$ cat src/rtl/fuzzycpu_pkg.sv
// fuzzycpu_pkg: shared constants and typedefs for the fuzzycpu register path.
//   XLEN     - datapath width
//   AW       - register address width
//   NUM_REGS - number of architectural registers (2**AW, none hardwired)
package fuzzycpu_pkg;

    localparam int unsigned XLEN     = 32;
    localparam int unsigned AW       = 5;
    localparam int unsigned NUM_REGS = 1 << AW;

    typedef logic [AW-1:0]   reg_addr_t;
    typedef logic [XLEN-1:0] xlen_data_t;

endpackage

$ cat src/rtl/operand_scoreboard.sv
// operand_scoreboard: one pending bit per register, set when an instruction
// that writes the register issues, cleared when its result is written back.
//   clk, rst            - clock, synchronous active-high reset (clears all bits)
//   set_en, set_addr    - mark a register as having a write outstanding
//   clr_en, clr_addr    - retire the outstanding write of a register
//   look_a/b/c          - lookup addresses
//   pend_a/b/c          - pending bit of each lookup (pre-update state)
// When set and clear target the same register on one edge, the set wins:
// the newly issued instruction owns the register.
module operand_scoreboard
    import fuzzycpu_pkg::*;
#(
    parameter int unsigned AW = fuzzycpu_pkg::AW
) (
    input  logic          clk,
    input  logic          rst,
    input  logic          set_en,
    input  logic [AW-1:0] set_addr,
    input  logic          clr_en,
    input  logic [AW-1:0] clr_addr,
    input  logic [AW-1:0] look_a,
    input  logic [AW-1:0] look_b,
    input  logic [AW-1:0] look_c,
    output logic          pend_a,
    output logic          pend_b,
    output logic          pend_c
);

    localparam int unsigned N = 1 << AW;

    logic [N-1:0] pending_q;
    logic [N-1:0] pending_d;

    always_comb begin
        pending_d = pending_q;
        if (clr_en) pending_d[clr_addr] = 1'b0;
        // Applied after the clear so a same-register collision leaves it set.
        if (set_en) pending_d[set_addr] = 1'b1;
    end

    always_ff @(posedge clk) begin
        if (rst) pending_q <= '0;
        else     pending_q <= pending_d;
    end

    assign pend_a = pending_q[look_a];
    assign pend_b = pending_q[look_b];
    assign pend_c = pending_q[look_c];

endmodule

$ cat src/rtl/operand_fetch.sv
// operand_fetch: operand fetch / writeback controller driving a 2R1W regfile.
// Issue requests (rs1, rs2, rd) are checked against a scoreboard of pending
// destinations (RAW on both sources, WAW on rd), operands are read from the
// regfile and registered into a valid/ready stage towards execute, and execute
// results are written back through the regfile write port.
//   clk, rst                      - clock, synchronous active-high reset
//   in_valid/in_ready             - issue handshake
//   in_rs1, in_rs2, in_rd, in_rd_en - decoded request fields
//   rf_addr_one/two, rf_data_one/two - regfile read ports (combinational)
//   rf_addr_write, rf_data_write, rf_we - regfile write port
//   wb_valid, wb_addr, wb_data    - execute result (always accepted)
//   op_valid/op_ready             - execute handshake
//   op_a, op_b, op_rd, op_rd_en   - registered operand pair and destination
// Build option: OPERAND_BYPASS_EN forwards wb_data to a matching source in
// the writeback cycle and lifts the matching hazard; undefined, hazards come
// from the scoreboard alone.
module operand_fetch #(
    parameter int unsigned XLEN = fuzzycpu_pkg::XLEN,
    parameter int unsigned AW   = fuzzycpu_pkg::AW
) (
    input  logic            clk,
    input  logic            rst,
    input  logic            in_valid,
    output logic            in_ready,
    input  logic [AW-1:0]   in_rs1,
    input  logic [AW-1:0]   in_rs2,
    input  logic [AW-1:0]   in_rd,
    input  logic            in_rd_en,
    output logic [AW-1:0]   rf_addr_one,
    output logic [AW-1:0]   rf_addr_two,
    input  logic [XLEN-1:0] rf_data_one,
    input  logic [XLEN-1:0] rf_data_two,
    output logic [AW-1:0]   rf_addr_write,
    output logic [XLEN-1:0] rf_data_write,
    output logic            rf_we,
    input  logic            wb_valid,
    input  logic [AW-1:0]   wb_addr,
    input  logic [XLEN-1:0] wb_data,
    output logic            op_valid,
    input  logic            op_ready,
    output logic [XLEN-1:0] op_a,
    output logic [XLEN-1:0] op_b,
    output logic [AW-1:0]   op_rd,
    output logic            op_rd_en
);

    logic pend_rs1, pend_rs2, pend_rd;
    logic hit_rs1, hit_rs2, hit_rd;
    logic hazard;
    logic accept;

    logic            op_valid_q, op_valid_d;
    logic [XLEN-1:0] op_a_q, op_a_d;
    logic [XLEN-1:0] op_b_q, op_b_d;
    logic [AW-1:0]   op_rd_q, op_rd_d;
    logic            op_rd_en_q, op_rd_en_d;

    operand_scoreboard #(.AW(AW)) u_scoreboard (
        .clk      (clk),
        .rst      (rst),
        .set_en   (accept && in_rd_en),
        .set_addr (in_rd),
        .clr_en   (wb_valid),
        .clr_addr (wb_addr),
        .look_a   (in_rs1),
        .look_b   (in_rs2),
        .look_c   (in_rd),
        .pend_a   (pend_rs1),
        .pend_b   (pend_rs2),
        .pend_c   (pend_rd)
    );

`ifdef OPERAND_BYPASS_EN
    assign hit_rs1 = wb_valid && (wb_addr == in_rs1);
    assign hit_rs2 = wb_valid && (wb_addr == in_rs2);
    assign hit_rd  = wb_valid && (wb_addr == in_rd);
`else
    assign hit_rs1 = 1'b0;
    assign hit_rs2 = 1'b0;
    assign hit_rd  = 1'b0;
`endif

    assign hazard   = (pend_rs1 && !hit_rs1) ||
                      (pend_rs2 && !hit_rs2) ||
                      (in_rd_en && pend_rd && !hit_rd);
    assign in_ready = !hazard && (!op_valid_q || op_ready);
    assign accept   = in_valid && in_ready;

    assign rf_addr_one   = in_rs1;
    assign rf_addr_two   = in_rs2;
    assign rf_addr_write = wb_addr;
    assign rf_data_write = wb_data;
    assign rf_we         = wb_valid && !rst;

    always_comb begin
        op_valid_d = op_valid_q;
        op_a_d     = op_a_q;
        op_b_d     = op_b_q;
        op_rd_d    = op_rd_q;
        op_rd_en_d = op_rd_en_q;
        if (accept) begin
            op_valid_d = 1'b1;
            op_a_d     = hit_rs1 ? wb_data : rf_data_one;
            op_b_d     = hit_rs2 ? wb_data : rf_data_two;
            op_rd_d    = in_rd;
            op_rd_en_d = in_rd_en;
        end else if (op_ready) begin
            op_valid_d = 1'b0;
        end
    end

    always_ff @(posedge clk) begin
        if (rst) begin
            op_valid_q <= 1'b0;
            op_a_q     <= '0;
            op_b_q     <= '0;
            op_rd_q    <= '0;
            op_rd_en_q <= 1'b0;
        end else begin
            op_valid_q <= op_valid_d;
            op_a_q     <= op_a_d;
            op_b_q     <= op_b_d;
            op_rd_q    <= op_rd_d;
            op_rd_en_q <= op_rd_en_d;
        end
    end

    assign op_valid = op_valid_q;
    assign op_a     = op_a_q;
    assign op_b     = op_b_q;
    assign op_rd    = op_rd_q;
    assign op_rd_en = op_rd_en_q;

endmodule

$ cat config.mk
export PLATFORM = sky130hd
export DESIGN_NAME = operand_fetch
export DESIGN_NICKNAME = d
export VERILOG_FILES = /design/src/rtl/fuzzycpu_pkg.sv /design/src/rtl/operand_scoreboard.sv /design/src/rtl/operand_fetch.sv
export SDC_FILE = /design/constraint.sdc
export NUM_CORES = 1
export LEC_CHECK = 0
export ABC_AREA = 1
export CORE_MARGIN = 2
export CORE_UTILIZATION = 46
export DETAILED_ROUTE_END_ITERATION = 10
export GPL_TIMING_DRIVEN = 0
export PLACE_DENSITY_LB_ADDON = 0.08
export SYNTH_ARGS = -nofsm -noshare
export SYNTH_HDL_FRONTEND = slang
export SYNTH_SLANG_ARGS = --single-unit
$ cat constraint.sdc
create_clock -name clk -period 3.71 [get_ports clk]
set_input_delay 0.371 -clock clk [delete_from_list [all_inputs] [get_ports clk]]
set_output_delay 0.371 -clock clk [all_outputs]
set_load 0.005 [all_outputs]
### Signal wires by layer

Drawn at 3 px/µm. Only two layers are drawn.
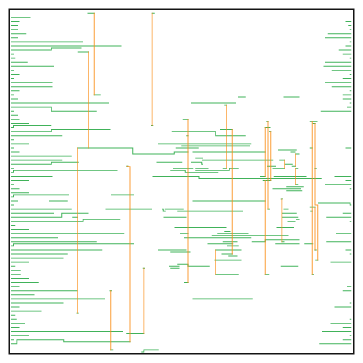
| color | layer | wire length |
|---|---|---|
| green | M3 | 1880 µm |
| orange | M4 | 609 µm |
Post-Route WL: 18.1 mm
WL/cell: 15.2 µm
via count: 6292

### M1 wires

Drawn at 3 px/µm. Supply wires on this layer in gray.
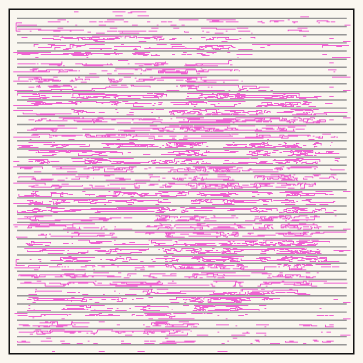
share of all routed wire: 40%
nets with wire on the layer: 1046
main direction: horizontal
longest straight run: 38.2 µm
wire length on this layer: 7240 µm
met1 Track Usage GR: 0.336

### Logic cells by family

Drawn at 4 px/µm.
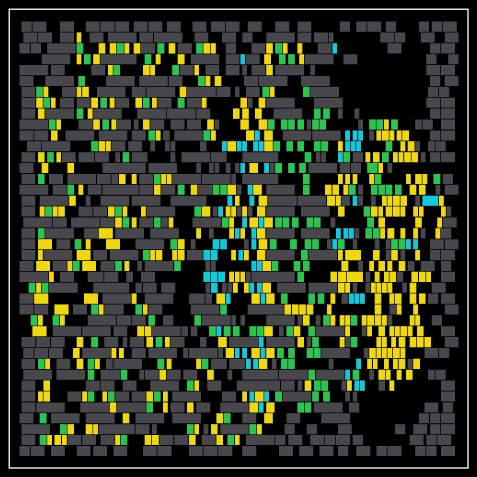
| color | family | cells | most used |
|---|---|---|---|
| yellow | nand cells | 330 | nand2_1 |
| cyan | nor cells | 66 | nor2_1 |
| green | aoi and oai cells | 160 | a21oi_1 |
combinational share of cell area: 0.322
post-route insts no fill: 1191

### Routing congestion

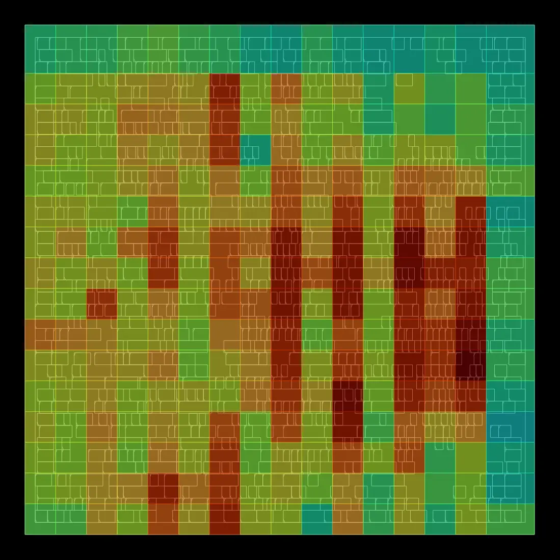
GR Layer Usage met2: 0.453
GR Util met3: 0.0768
GRT Util Overall: 0.277
busiest grt layer: met2
fin util: 0.681

### Zoomed window

Window x 42 to 72, y 65 to 95 µm. Cells in gray, sequential cells in the stronger gray; small squares are vias.
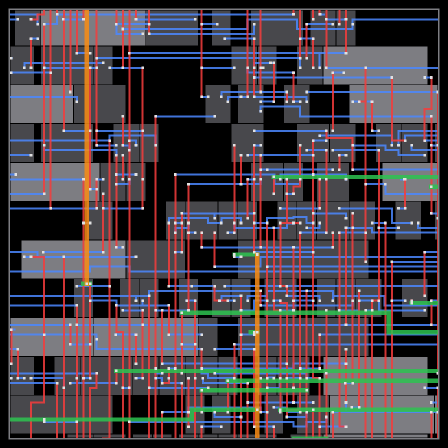
| color | layer |
|---|---|
| orange | M4 |
| red | M2 |
| green | M3 |
| blue | M1 |
most frequent: nor2_1 (11), dfxtp_1 (11)
cells with their middle in the window: 79
sequential cells in the window: 11
netlist names of flops here include: u_scoreboard.pending_q (6), op_b (3)

==> deck_impl_summary.md <==
Physical Implementation Snapshot

Status
  – Status: finished, final reports clean

Detailed routing
  – Via/cell ratio: 5.28
  – First drt pass iteration count: 5
  – DR iter-0 viols: 402

Placed design
  – IO buf count: between 200 and 250
  – Placed cell area: 0.00780 mm²
  – Placed cells: between 1k and 1.5k

STA
  – Final hold vios: 0
  – Achievable Freq: about 300 MHz
  – Final min period: 3.27 ns
  – Setup repair after global routing missed its margin: false
  – WHS: 0.377 ns
  – Rel. slew slack: 0.581

Power and ir drop
  – Clock share of power: 0.368
  – Lkg Pwr: 3.14 nW
  – Reg power frac: 0.399
  – VDD IR max: 0.288 mV
  – Switching pwr: 0.768 mW
  – Logic pwr share: 0.233

Floorplanning
  – Rows: 40
  – Top-level I/O count: 242
  – Core Area: around 0.012 mm²
  – Full die area: 0.0131 mm²
  – Die Width: between 100 and 150 µm

Final layout
  – Final instance area: 0.00815 mm²
  – Area Growth Syn to Fin: 45.6%

Synth
  – Cell type with the largest total area: dfxtp_1
  – Dominant flop cell: dfxtp_1
  – Synth cell count leaders: 161 x nand2_1, 123 x nand3_1, 114 x a21oi_1
  – Synth Cell Area: 0.00560 mm²
  – Top-count cell post-synth: nand2_1
  – # Cells Yosys: 827
  – Seq cells post-synth: 103
  – Synth area leaders: dfxtp_1 37%, nand3_1 11%, nand2_1 11%
  – Ys Warns: 0

Clocking
  – Num CTS Buffers: 9
  – Clock-pin slew reported for the worst setup and hold paths after clock tree synthesis: 0.07 ns
  – CTS Buffer Depth: 2
  – CTS tree: done

Worst setup path
  – Data required time of the worst path: about 3.3 ns
  – Critical Path Source Type: input port
  – Critical path type: in -> out

Global route
  – Global-route wire length before repair: 28.8 mm
  – Largest net degree at the start of global routing: 16
  – Global route overflow: 0
==> state kept, by name, indices dropped and copies added, names as in the netlist <==
name / flops
op_rd: 5
u_scoreboard.pending_q: 32
op_valid: 1
op_b: 32
op_a: 32
op_rd_en: 1
==> kinds of logic after synthesis <==
logic type / count (synthesis) / share of synthesized area
flip-flops: 103 / 0.368
AND/OR/NAND/NOR: 396 / 0.325
buffers and inverters: 168 / 0.163
AND-OR/OR-AND: 160 / 0.143
==> layout make-up <==
type | count | area [µm²]
repair buffers | 202 | 2020
flip-flops and latches | 103 | 2060
well taps | 147 | 184
fillers | 1076 | 3810
multi-input cells | 556 | 2620
clock buffers | 12 | 256
inverters | 62 | 235
plain buffers | 106 | 677
clock inverters | 3 | 90.1
==> power by group through the flow <==
stage | clock, mW | combinational [mW] | sequential (mW)
after CTS | 1.11 | 0.695 | 1.19
after global routing | 1.15 | 0.758 | 1.19
after floorplan | 0 | 0.336 | 1.22
after global placement | 0 | 0.689 | 1.21
final | 1.10 | 0.695 | 1.19
after detailed placement | 0 | 0.692 | 1.21
==> cell usage in the layout (no fill, tap or decap), types with 3 or more instances in the layout <==
| master | n |
|---|---|
| clkdlybuf4s50_1 | 202 |
| nand2_1 | 161 |
| nand3_1 | 123 |
| a21oi_1 | 114 |
| dfxtp_1 | 103 |
| inv_1 | 58 |
| nor2_1 | 57 |
| buf_4 | 52 |
| o21ai_0 | 44 |
| nand4_1 | 34 |
| clkbuf_1 | 26 |
| buf_2 | 19 |
| nand3_2 | 10 |
| clkbuf_16 | 9 |
| nor3_1 | 8 |
| buf_6 | 8 |
| bufinv_16 | 3 |
==> worst paths after layout <==
check,from,to,depth (start not counted)
min,in_rd[1],op_rd[1],3
max reg2reg,u_scoreboard.pending_q[29],op_b[2],15
min reg2reg,op_b[13],op_b[13],2
max,in_rs1[0],in_ready,13
==> critical path, stage by stage <==
cell	delay, ns
clkdlybuf4s50_1	0.52
clkbuf_1	0.33
a21oi_1	0.12
o21ai_0	0.12
nand3_1	0.10
nand3_1	0.07
nand2_1	0.05
nand2_1	0.05
nand2_1	0.08
nor2_4	0.21
buf_6	0.21
buf_6	0.15
clkdlybuf4s50_1	0.51
==> metrics by stage <==
step | utilization | setup slack [ns]
final | 0.681 | 0.436
after global routing | 0.681 | 0.204
after CTS | 0.681 | 0.434
after detailed placement | 0.652 | 0.443
after global placement | 0.652 | 0.426
after floorplan | - | 1.65
==> metal layers <==
metal | vias to the layer above | routed length (µm)
li1 | 3138 | -
met1 | 2792 | 7240
met2 | 309 | 8380
met3 | 53 | 1880
met4 | 0 | 609
met5 | - | 0
No activity file was given, so power comes from the tool's default toggle rates.
